--- src/rtl/irq_pending83.sv ---
// irq_pending83: eight-line request capture and serialisation stage.
// Rising edges on req are latched into a pending register. A two-state
// FSM presents the highest-priority unmasked pending line (bit 7 highest)
// as a held 3-bit code with a valid/ack handshake.
module irq_pending83 (
    input  logic       clk,
    input  logic       rst,
    input  logic [7:0] req,
    input  logic [7:0] mask,
    input  logic       ack,
    output logic [2:0] code,
    output logic       valid,
    output logic [7:0] pending,
    output logic       overrun
);

    typedef enum logic [0:0] {
        StIdle,
        StPresent
    } state_e;

    state_e     r_state;
    state_e     w_state_d;

    logic [7:0] r_req_q;
    logic [7:0] r_pending;
    logic [7:0] w_pending_d;
    logic [7:0] w_edge;
    logic [7:0] w_clr;
    logic [7:0] w_avail;
    logic [2:0] r_code;
    logic [2:0] w_code_d;
    logic [2:0] w_top_idx;
    logic       r_valid;
    logic       w_valid_d;
    logic       r_overrun;
    logic       w_overrun_d;
    logic       w_ack_fire;

    // ack only counts while a code is actually presented
    assign w_ack_fire = (r_state == StPresent) && ack;
    assign w_edge     = req & ~r_req_q;
    assign w_avail    = r_pending & ~mask;

    // Highest set index of the serviceable pending lines; later hits override
    always_comb begin
        w_top_idx = 3'd0;
        for (int i = 0; i < 8; i++) begin
            if (w_avail[i]) begin
                w_top_idx = 3'(i);
            end
        end
    end

    // One-hot clear for the line being acknowledged this cycle
    always_comb begin
        w_clr = 8'h00;
        if (w_ack_fire) begin
            w_clr[r_code] = 1'b1;
        end
    end

    // Pending and overrun next state; a new edge wins over a same-cycle clear
    always_comb begin
        w_pending_d = (r_pending & ~w_clr) | w_edge;
        w_overrun_d = r_overrun | (|(w_edge & r_pending & ~w_clr));
    end

    // State register
    always_ff @(posedge clk) begin
        if (rst) begin
            r_state <= StIdle;
        end else begin
            r_state <= w_state_d;
        end
    end

    // Next-state logic: IDLE picks up any unmasked pending line, PRESENT waits for ack
    always_comb begin
        w_state_d = r_state;
        unique case (r_state)
            StIdle: begin
                if (|w_avail) begin
                    w_state_d = StPresent;
                end
            end
            StPresent: begin
                if (ack) begin
                    w_state_d = StIdle;
                end
            end
            default: w_state_d = StIdle;
        endcase
    end

    // Output next-values: code latched on entry to PRESENT and held until ack
    always_comb begin
        w_code_d  = r_code;
        w_valid_d = 1'b0;
        unique case (r_state)
            StIdle: begin
                if (|w_avail) begin
                    w_code_d  = w_top_idx;
                    w_valid_d = 1'b1;
                end
            end
            StPresent: begin
                w_valid_d = ~ack;
            end
            default: w_valid_d = 1'b0;
        endcase
    end

    // Registered datapath; req_q resets high so lines held through reset raise no edge
    always_ff @(posedge clk) begin
        if (rst) begin
            r_req_q   <= 8'hFF;
            r_pending <= 8'h00;
            r_code    <= 3'd0;
            r_valid   <= 1'b0;
            r_overrun <= 1'b0;
        end else begin
            r_req_q   <= req;
            r_pending <= w_pending_d;
            r_code    <= w_code_d;
            r_valid   <= w_valid_d;
            r_overrun <= w_overrun_d;
        end
    end

    assign code    = r_code;
    assign valid   = r_valid;
    assign pending = r_pending;
    assign overrun = r_overrun;

endmodule

--- config.mk ---
export PLATFORM = sky130hd
export DESIGN_NAME = irq_pending83
export DESIGN_NICKNAME = d
export VERILOG_FILES = /design/src/rtl/irq_pending83.sv
export SDC_FILE = /design/constraint.sdc
export NUM_CORES = 1
export LEC_CHECK = 0
export CORE_MARGIN = 5
export CORE_UTILIZATION = 37
export CTS_BUF_LIST = sky130_fd_sc_hd__clkbuf_16
export CTS_CLUSTER_DIAMETER = 150
export DETAILED_ROUTE_END_ITERATION = 12
export GPL_ROUTABILITY_DRIVEN = 0
export GPL_TIMING_DRIVEN = 0
export PLACE_DENSITY = 0.68
export SLEW_MARGIN = 0
export SYNTH_ARGS = -nofsm -noshare
export SYNTH_HDL_FRONTEND = slang
export SYNTH_SLANG_ARGS = --single-unit
--- constraint.sdc ---
create_clock -name clk -period 4.1 [get_ports clk]
set_input_delay 0.82 -clock clk [delete_from_list [all_inputs] [get_ports clk]]
set_output_delay 0.82 -clock clk [all_outputs]
set_load 0.01 [all_outputs]
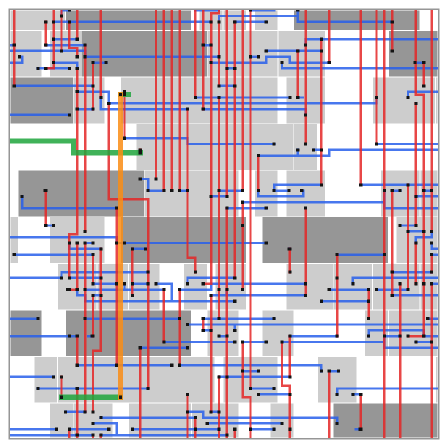
Figure 1: zoomed window.
Region (17, 17) to (42, 42) um. Cells in gray, sequential cells in the stronger gray; small squares are vias.
| color | layer |
|---|---|
| green | M3 |
| orange | M4 |
| blue | M1 |
| red | M2 |
cells with their middle in the window: 44
netlist names of flops here include: pending (3)
most frequent: dfxtp_1 (7), a21oi_1 (4)
sequential cells in the window: 7

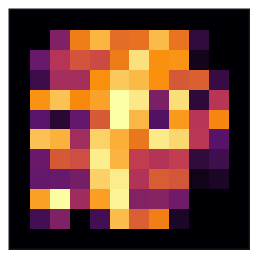
Figure 2: cell density map.
(4 px per um) The die is cut into 12 by 12 equal tiles; black is low, pale yellow is high, 0 to 100% covered.
fullest tile: 100%
nearly empty tiles: 36%
tiles over 75% full: 23%
emptiest ninth of the die: south-east
starting utilization of the core area: 0.3785
Core Box Area: 2410 um^2
final core utilization: 0.5556

==> Flow_metrics.wiki <==
== Flow metrics ==
{| class="wikitable"
! Metric !! Value
|-
| Cell area leaders || dfxtp_1, nand2b_1, a21oi_1
|-
| Cts bufs inserted || 3
|-
| Syn avg cell area || just over 9 um^2
|-
| Number of ports placed on the die boundary || 32
|-
| Growth of design area from synthesis to finish || 46.78%
|-
| Clock sink total || 21
|-
| Number of global-route vias before repair || between 800 and 900
|-
| Post-synth top cells || dfxtp_1, a21oi_1, nand2b_1
|-
| Global-route usage over all layers || 0.1446
|-
| Fraction of layout cells with a size suffix above 1 || 0.1185
|-
| Net count entering floorplan || 119
|-
| DRC viols || 0
|-
| Tmin final || ~2.2 ns
|-
| CTS tree || built
|-
| Terminus of the critical flop-to-flop path || overrun
|-
| Headroom to the max-slew limit || 0.6711
|-
| Total power divided by cell area || 397.6 nW/um^2
|-
| Crit. Startpoint || ack
|-
| Clock root buffer || clkbuf_16
|-
| DR WL met2 || 1.120 mm
|-
| Crit path DAT || between 2 and 2.5 ns
|-
| Antenna fix cells || 0
|-
| Number of synthesized flops with an enable pin || 0
|-
| Status || finished clean
|-
| Area of the synthesized netlist per yosys stat || 912.1 um^2
|-
| Max Used Layer || met4
|-
| Total die area || between 3000 and 4000 um^2
|-
| Cell area after placement || 1260 um^2
|-
| Fill cells || between 200 and 250
|-
| Drt first-iter violations || 10
|-
| Synth async-reset ratio || 0
|-
| Flip-flop and latch count after synthesis || 21
|-
| Post-route insts no fill || roughly 170
|-
| Log Warnings || 26
|-
| Class of the most critical hold timing path || reg -> reg
|-
| Remaining antenna violation count || 0
|-
| Vertical extent of the die || 59.65 um
|-
| Count of final max-slew check failures || 0
|-
| Launching point of the worst reg2reg path || r_state
|-
| Drt via density || 4.915
|-
| Crit path DRT || 4.24 ns
|-
| Total of buffers placed on input and output ports || 31
|-
| Total congestion overflow after global routing || 0
|}
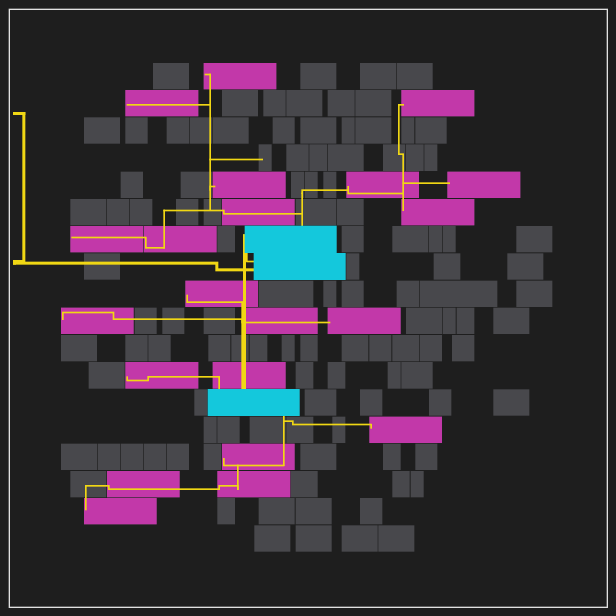
Figure 3: clock network drawn from the DEF.
(10 px per um)
[yellow] clock wires | length: 268 um
[cyan] clock-net drivers | count: 3
[magenta] flip-flops | count: 21
routed clock nets: 4

worst max-delay path, cell delays in order:
cell and delay (ns):
clkdlybuf4s50_1 0.50, nand3_1 0.15, nand2b_1 0.22, a221oi_2 0.25
o221ai_1 0.17, o31a_1 0.25
logic make-up after synthesis:
group                  share of synthesized area
AND-OR/OR-AND                             0.1920
AND/OR/NAND/NOR                           0.3306
buffers and inverters                    0.01646
flip-flops                                0.4609
cells in the final DEF, fill, tap and decap left out, types with 3 or more instances in the layout:
cell type        instances
clkdlybuf4s50_1         31
dfxtp_1                 21
a21oi_1                 11
nand2b_1                11
or2_2                    8
nor2_1                   8
nor2b_1                  7
nand2_1                  5
inv_1                    4
clkbuf_16                3
sequential cells by signal, indices dropped and copies added, names as in the netlist:
name and count:
r_req_q 8, pending 8, code 3, r_state 1
overrun 1
cell type report:
type | instances | area [um^2] | share of cell area
Multi-Input combinational cell | 75 | 476.7 | 0.3561
Sequential cell | 21 | 420.4 | 0.3140
Timing Repair Buffer | 31 | 310.3 | 0.2318
Clock buffer | 3 | 75.07 | 0.05607
Tap cell | 30 | 37.54 | 0.02804
Inverter | 3 | 11.26 | 0.008411
Clock inverter | 1 | 3.754 | 0.002804
Buffer | 1 | 3.754 | 0.002804
metrics by stage:
step	power, uW	util	worst slack, ns
after floorplan	283.2	-	2.300
after global placement	332.2	0.5228	1.682
after detailed placement	334.2	0.5228	1.685
after CTS	535.0	0.5556	1.877
after global routing	560.7	0.5556	1.823
final	532.3	0.5556	1.878
per-layer routing:
metal  global-route usage  vias to the layer above
met3              0.03456                        4
met4              0.06646                        0
li1                     -                      417
met1               0.1702                      375
met5                    0                        -
met2               0.2454                       15
where the power goes:
part,total [uW],switching [uW],internal (uW)
Sequential,233,13.4,219
Combinational,97.8,40.7,57.2
Clock,202,71.9,130
Power figures rest on the tool's default switching activity, not on a simulated workload.
